Fig. 1: pin placement
Scale bar: 20 µm. Pins as bars across the die edge, other pins in grey.
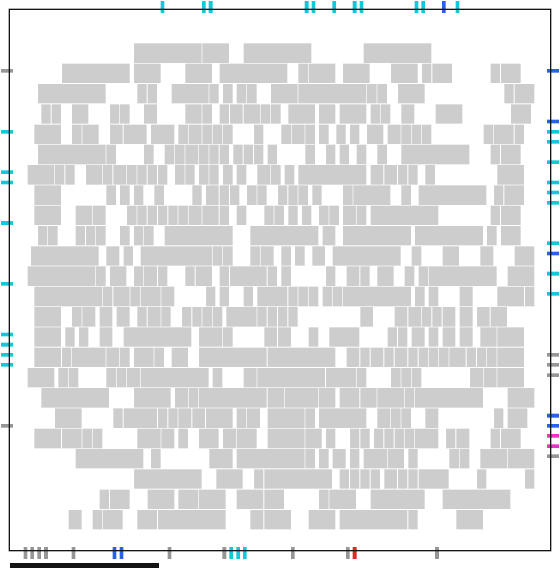
Fig. 2: cells by drive strength
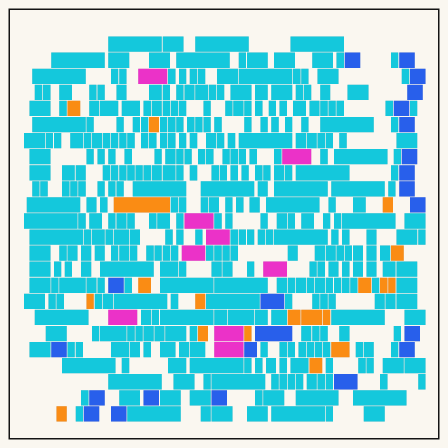
Fig. 3: local utilization
The die is cut into 7 by 7 equal tiles; white is low, dark blue is high, 0 to 100% covered.
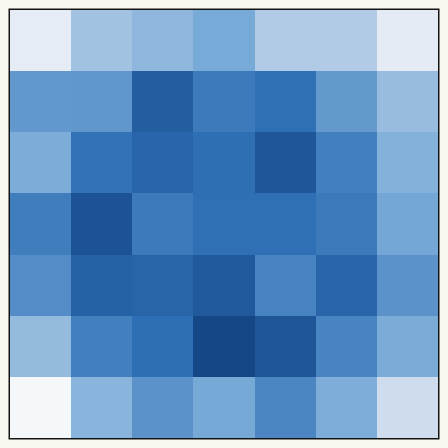
Fig. 4: a small window of the routed layout
Region (44, 44) to (64, 64) µm. Cells in grey, sequential cells in the stronger grey; small squares are vias.
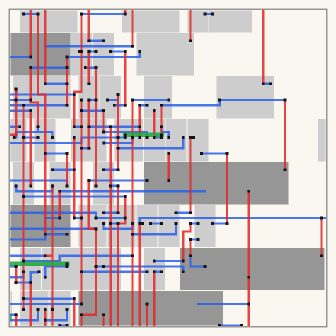
**src/rtl/easyaxi_pkg.sv**
```systemverilog
// -----------------------------------------------------------------------------
// easyaxi_pkg
// Shared definitions for the EasyAXI master sequencer:
//   - sequencer FSM state encoding (3-bit, legacy-compatible constants)
//   - AXI response codes OKAY / EXOKAY / SLVERR / DECERR
//   - default parameter values used by easyaxi_mst_seq
//   - rsp_is_err(): classifies a response code as an error
// -----------------------------------------------------------------------------
package easyaxi_pkg;

    // Sequencer FSM state encoding
    localparam logic [2:0] ST_IDLE     = 3'd0;
    localparam logic [2:0] ST_WR_ISSUE = 3'd1;
    localparam logic [2:0] ST_WR_DRAIN = 3'd2;
    localparam logic [2:0] ST_RD_ISSUE = 3'd3;
    localparam logic [2:0] ST_RD_DRAIN = 3'd4;
    localparam logic [2:0] ST_DONE     = 3'd5;
    localparam logic [2:0] ST_ABORT    = 3'd6;

    // AXI response codes
    localparam logic [1:0] RESP_OKAY   = 2'b00;
    localparam logic [1:0] RESP_EXOKAY = 2'b01;
    localparam logic [1:0] RESP_SLVERR = 2'b10;
    localparam logic [1:0] RESP_DECERR = 2'b11;

    // Default parameter values
    localparam int          DEF_ADDR_WIDTH = 32;
    localparam int          DEF_ID_WIDTH   = 4;
    localparam int          DEF_LEN_WIDTH  = 8;
    localparam int          DEF_NUM_TXN    = 16;
    localparam int          DEF_MAX_OUTSTD = 4;
    localparam logic [31:0] DEF_BASE_ADDR  = 32'h0000_1000;
    localparam logic [31:0] DEF_ADDR_STEP  = 32'h0000_0040;
    localparam logic [7:0]  DEF_BURST_LEN  = 8'd3;

    // Only OKAY counts as success; EXOKAY is unexpected here since the
    // sequencer never issues exclusive accesses.
    function automatic logic rsp_is_err(input logic [1:0] resp);
        return resp != RESP_OKAY;
    endfunction

endpackage

```
**src/rtl/easyaxi_outstd_cnt.sv**
```systemverilog
// -----------------------------------------------------------------------------
// easyaxi_outstd_cnt
// Up/down counter of commands issued but not yet responded.
// Ports:
//   clk, rst_n : clock, asynchronous active-low reset
//   clr        : synchronous clear to zero (dominates inc/dec)
//   inc        : one command handshaken this cycle
//   dec        : one response received this cycle
//   cnt        : current count
//   full       : cnt == MAX_OUTSTD
//   empty      : cnt == 0
// A decrement at zero is ignored so a stray response cannot underflow.
// -----------------------------------------------------------------------------
module easyaxi_outstd_cnt
#(
    parameter int MAX_OUTSTD = 4,
    parameter int CNT_W      = $clog2(MAX_OUTSTD + 1)
) (
    input  logic             clk,
    input  logic             rst_n,
    input  logic             clr,
    input  logic             inc,
    input  logic             dec,
    output logic [CNT_W-1:0] cnt,
    output logic             full,
    output logic             empty
);

    logic dec_eff;

    assign dec_eff = dec && (cnt != '0);
    assign full    = (cnt == CNT_W'(MAX_OUTSTD));
    assign empty   = (cnt == '0);

    always_ff @(posedge clk or negedge rst_n) begin
        if (!rst_n) begin
            cnt <= '0;
        end else if (clr) begin
            cnt <= '0;
        end else if (inc && !dec_eff) begin
            cnt <= cnt + CNT_W'(1);
        end else if (!inc && dec_eff) begin
            cnt <= cnt - CNT_W'(1);
        end
    end

endmodule

```
**src/rtl/easyaxi_mst_seq.sv**
```systemverilog
// -----------------------------------------------------------------------------
// easyaxi_mst_seq
// Transaction sequencer between the EasyAXI enable/done control and the AXI
// master core command/response interface. On enable it issues NUM_TXN write
// bursts at BASE_ADDR + n*ADDR_STEP, waits for all write responses, then
// issues the same address sequence as reads. Outstanding commands are capped
// at MAX_OUTSTD; any bad response raises a sticky err.
// Ports:
//   clk, rst_n            : clock, asynchronous active-low reset
//   enable                : level run request; dropping it aborts the run
//   done                  : both phases complete (held until enable drops)
//   err                   : sticky error, cleared when a new run starts
//   cmd_valid / cmd_ready : command handshake
//   cmd_write             : 1 = write, 0 = read
//   cmd_addr, cmd_len, cmd_id : command payload
//   rsp_valid             : response pulse (always accepted)
//   rsp_id, rsp_resp      : response ID and AXI resp code
// Build option: define EASYAXI_SEQ_ID_CHECK_EN to require responses to come
// back in issue order (rsp_id mismatch sets err).
// -----------------------------------------------------------------------------
module easyaxi_mst_seq
    import easyaxi_pkg::*;
#(
    parameter int                    ADDR_WIDTH = DEF_ADDR_WIDTH,
    parameter int                    ID_WIDTH   = DEF_ID_WIDTH,
    parameter int                    LEN_WIDTH  = DEF_LEN_WIDTH,
    parameter int                    NUM_TXN    = DEF_NUM_TXN,
    parameter int                    MAX_OUTSTD = DEF_MAX_OUTSTD,
    parameter logic [ADDR_WIDTH-1:0] BASE_ADDR  = ADDR_WIDTH'(DEF_BASE_ADDR),
    parameter logic [ADDR_WIDTH-1:0] ADDR_STEP  = ADDR_WIDTH'(DEF_ADDR_STEP),
    parameter logic [LEN_WIDTH-1:0]  BURST_LEN  = LEN_WIDTH'(DEF_BURST_LEN)
) (
    input  logic                  clk,
    input  logic                  rst_n,
    input  logic                  enable,
    output logic                  done,
    output logic                  err,
    output logic                  cmd_valid,
    input  logic                  cmd_ready,
    output logic                  cmd_write,
    output logic [ADDR_WIDTH-1:0] cmd_addr,
    output logic [LEN_WIDTH-1:0]  cmd_len,
    output logic [ID_WIDTH-1:0]   cmd_id,
    input  logic                  rsp_valid,
    input  logic [ID_WIDTH-1:0]   rsp_id,
    input  logic [1:0]            rsp_resp
);

    localparam int ISSUE_W = $clog2(NUM_TXN + 1);
    localparam int CNT_W   = $clog2(MAX_OUTSTD + 1);

    logic [2:0]            state;
    logic [2:0]            state_nxt;
    logic [ISSUE_W-1:0]    issue_cnt;
    logic [ADDR_WIDTH-1:0] addr_acc;
    logic                  err_q;
    logic [CNT_W-1:0]      outstd;
    logic                  outstd_full;
    logic                  outstd_empty;

    logic is_issue;
    logic hs;
    logic last_hs;
    logic run_start;
    logic rd_start;
    logic phase_start;
    logic id_bad;

    assign is_issue    = (state == ST_WR_ISSUE) || (state == ST_RD_ISSUE);
    assign cmd_valid   = is_issue && (issue_cnt < ISSUE_W'(NUM_TXN)) && !outstd_full;
    assign hs          = cmd_valid && cmd_ready;
    assign last_hs     = hs && (issue_cnt == ISSUE_W'(NUM_TXN - 1));
    assign run_start   = (state == ST_IDLE) && enable;
    assign rd_start    = (state == ST_WR_DRAIN) && enable && outstd_empty;
    assign phase_start = run_start || rd_start;

    // Payload is derived from registered state only, so it cannot move while
    // cmd_valid waits for cmd_ready.
    assign cmd_write = (state == ST_WR_ISSUE);
    assign cmd_addr  = addr_acc;
    assign cmd_len   = BURST_LEN;
    assign cmd_id    = ID_WIDTH'(issue_cnt);
    assign done      = (state == ST_DONE);
    assign err       = err_q;

    easyaxi_outstd_cnt #(
        .MAX_OUTSTD (MAX_OUTSTD),
        .CNT_W      (CNT_W)
    ) u_outstd (
        .clk   (clk),
        .rst_n (rst_n),
        .clr   (run_start),
        .inc   (hs),
        .dec   (rsp_valid),
        .cnt   (outstd),
        .full  (outstd_full),
        .empty (outstd_empty)
    );

`ifdef EASYAXI_SEQ_ID_CHECK_EN
    logic [ID_WIDTH-1:0] exp_id;

    always_ff @(posedge clk or negedge rst_n) begin
        if (!rst_n) begin
            exp_id <= '0;
        end else if (phase_start) begin
            exp_id <= '0;
        end else if (rsp_valid) begin
            exp_id <= exp_id + ID_WIDTH'(1);
        end
    end

    assign id_bad = (rsp_id != exp_id);
`else
    logic unused_rsp_id;
    assign unused_rsp_id = ^rsp_id;
    assign id_bad        = 1'b0;
`endif

    always_comb begin
        state_nxt = state;
        case (state)
            ST_IDLE: begin
                if (enable) state_nxt = ST_WR_ISSUE;
            end
            ST_WR_ISSUE, ST_RD_ISSUE: begin
                // A command already presented must complete before aborting.
                if (!enable && (!cmd_valid || hs)) begin
                    state_nxt = ST_ABORT;
                end else if (last_hs) begin
                    state_nxt = (state == ST_WR_ISSUE) ? ST_WR_DRAIN : ST_RD_DRAIN;
                end
            end
            ST_WR_DRAIN: begin
                if (!enable)          state_nxt = ST_ABORT;
                else if (outstd_empty) state_nxt = ST_RD_ISSUE;
            end
            ST_RD_DRAIN: begin
                if (!enable)          state_nxt = ST_ABORT;
                else if (outstd_empty) state_nxt = ST_DONE;
            end
            ST_DONE: begin
                if (!enable) state_nxt = ST_IDLE;
            end
            ST_ABORT: begin
                if (outstd_empty) state_nxt = ST_IDLE;
            end
            default: state_nxt = ST_IDLE;
        endcase
    end

    always_ff @(posedge clk or negedge rst_n) begin
        if (!rst_n) begin
            state     <= ST_IDLE;
            issue_cnt <= '0;
            addr_acc  <= BASE_ADDR;
            err_q     <= 1'b0;
        end else begin
            state <= state_nxt;

            // Address accumulator wraps naturally at 2^ADDR_WIDTH.
            if (phase_start) begin
                issue_cnt <= '0;
                addr_acc  <= BASE_ADDR;
            end else if (hs) begin
                issue_cnt <= issue_cnt + ISSUE_W'(1);
                addr_acc  <= addr_acc + ADDR_STEP;
            end

            if (run_start) begin
                err_q <= 1'b0;
            end else if (rsp_valid && (rsp_is_err(rsp_resp) || outstd_empty || id_bad)) begin
                err_q <= 1'b1;
            end
        end
    end

endmodule

```
**config.mk**
```make
export PLATFORM = sky130hd
export DESIGN_NAME = easyaxi_mst_seq
export DESIGN_NICKNAME = d
export VERILOG_FILES = /design/src/rtl/easyaxi_pkg.sv /design/src/rtl/easyaxi_outstd_cnt.sv /design/src/rtl/easyaxi_mst_seq.sv
export SDC_FILE = /design/constraint.sdc
export NUM_CORES = 1
export LEC_CHECK = 0
export ABC_AREA = 1
export CORE_MARGIN = 2
export CORE_UTILIZATION = 55
export DETAILED_ROUTE_END_ITERATION = 8
export GPL_TIMING_DRIVEN = 0
export PLACE_DENSITY = 0.87
export SYNTH_ARGS = -nofsm -noshare
export SYNTH_HDL_FRONTEND = slang
export SYNTH_SLANG_ARGS = --single-unit
```
**constraint.sdc**
```tcl
create_clock -name clk -period 3.3 [get_ports clk]
set_input_delay 0.495 -clock clk [delete_from_list [all_inputs] [get_ports clk]]
set_output_delay 0.495 -clock clk [all_outputs]
set_load 0.005 [all_outputs]
```
==> results_dict.tcl <==
# flow metrics
set metrics [dict create \
    run_status "completed" \
    clk_pin_slew_ns 0.08 \
    reg2reg_slack_ns 1.18 \
    numCtsBuffers 5 \
    synth_chip_area_mm2 0.002575 \
    final-clk-cell-share 0.02994 \
    drt-pass1-iter-count 5 \
    clkSinkCount 38 \
    vias_per_cell 5.223 \
    post_cts_resized 0 \
    maxSlewHeadroom 0.4245 \
    comb_area_frac 0.4216 \
    cp.arrival_ns 1.72 \
    tool_warnings 30 \
    tap_cells 52 \
    seq_area_um2 952.2 \
    fillers 384 \
    rsz0062_at_grt "no" \
    netlist-cell-type-count 32 \
    power_density_mw_per_mm2 540.8 \
    grt_start_max_net_pins 39 \
]
About Fig. 1:
- cmd_addr: cyan (pins 32; direction output; edge 11 top, 9 right, 9 left, 3 bottom)
- rsp_resp: magenta (pins 2; direction input; edge right)
- cmd_len: blue (pins 8; direction output; edge 5 right, 2 bottom, 1 top)
- cmd_valid: red (pins 1; direction output; edge bottom)
- all pins by edge: 20 right, 16 bottom, 12 top, 11 left
I/O Buffers: 40
chip width: 72.43 µm
Die H: 72.43 µm

About Fig. 2:
- _6 and larger: magenta (cells 9; share 2.1%)
- _3 and _4 cells: blue (cells 23; share 5.3%)
- _0 and _1 cells: cyan (cells 386; share 88%)
- _2 cells: orange (cells 19; share 4.3%)
setup ws final: 1.080 ns
bufs w/o clock: 64
layout overhead on the synthesized area: 23.32%

About Fig. 3:
- tiles over 75% full: 20%
- mean over tiles: 59%
- emptiest ninth of the die: top right
- fullest tile: 91%
core area: 0.004444 mm²
fp util: 0.5794
Layout Utilization: 0.7145

About Fig. 4:
- metal 3: green
- metal 1: blue
- metal 2: red
- cells with their middle in the window: 35
- sequential cells in the window: 3
- most frequent: nand2_1 (7), nor2_1 (6)
- netlist names of flops here include: cmd_addr (2), state (1)

worst max-delay path, stage by stage (launching register included):
cell and delay (ns):
dfrtp_1 0.46, inv_2 0.12, nand2_2 0.09, nor2_4 0.15, nand2_1 0.07, inv_1 0.05
clkdlybuf4s50_1 0.48
routing by layer:
metal / GRT usage / vias to the layer above / wire length (µm)
met3: 0.04583 / 10 / 385
met1: 0.3271 / 1172 / 2658
met4: 0.08230 / 0 / 95
li1: - / 1280 / -
met5: 0 / - / 0
met2: 0.4139 / 92 / 2929
cells in the final DEF (no fill, tap or decap), drive strengths merged:
cell type        n
nand2          119
nor2            65
clkdlybuf4s50   39
inv             38
dfrtp           37
nand3           32
buf             25
nand4           15
conb            14
o21ai           14
a21oi            9
clkbuf           6
nor3             5
xor2             4
ha               3
xnor2            2
nand3b           2
o31ai            1
nor3b            1
o22ai            1
or2              1
fa               1
clkinvlp         1
clkinv           1
dfstp            1
worst min-delay path by stage:
stage,from,endpoint,slack (ns)
floorplan,rst_n,cmd_addr[10],0.20
global placement,err,err,0.48
detailed placement,err,err,0.50
CTS,rst_n,issue_cnt[0],0.33
global route,rst_n,issue_cnt[2],0.37
finish,rst_n,issue_cnt[0],0.30
stage by stage:
stage / cell area, µm² / hold WS (ns) / instances
floorplan: 2620 / 0.1994 / 389
global placement: 3085 / 0.4771 / 481
detailed placement: 3080 / 0.4990 / 481
CTS: 3176 / 0.3310 / 489
global route: 3176 / 0.3655 / 489
finish: 3176 / 0.3035 / 489
flip-flops by register name, summed over array words and instances, names as in the netlist:
name	count
cmd_addr	26
err	1
issue_cnt	5
state	3
u_outstd.cnt	3
power breakdown:
group / total, mW / internal (mW) / switching (mW)
Sequential: 0.601 / 0.530 / 0.0708
Combinational: 0.772 / 0.299 / 0.473
Clock: 0.344 / 0.168 / 0.176
Power is estimated from default activity; no workload was simulated.
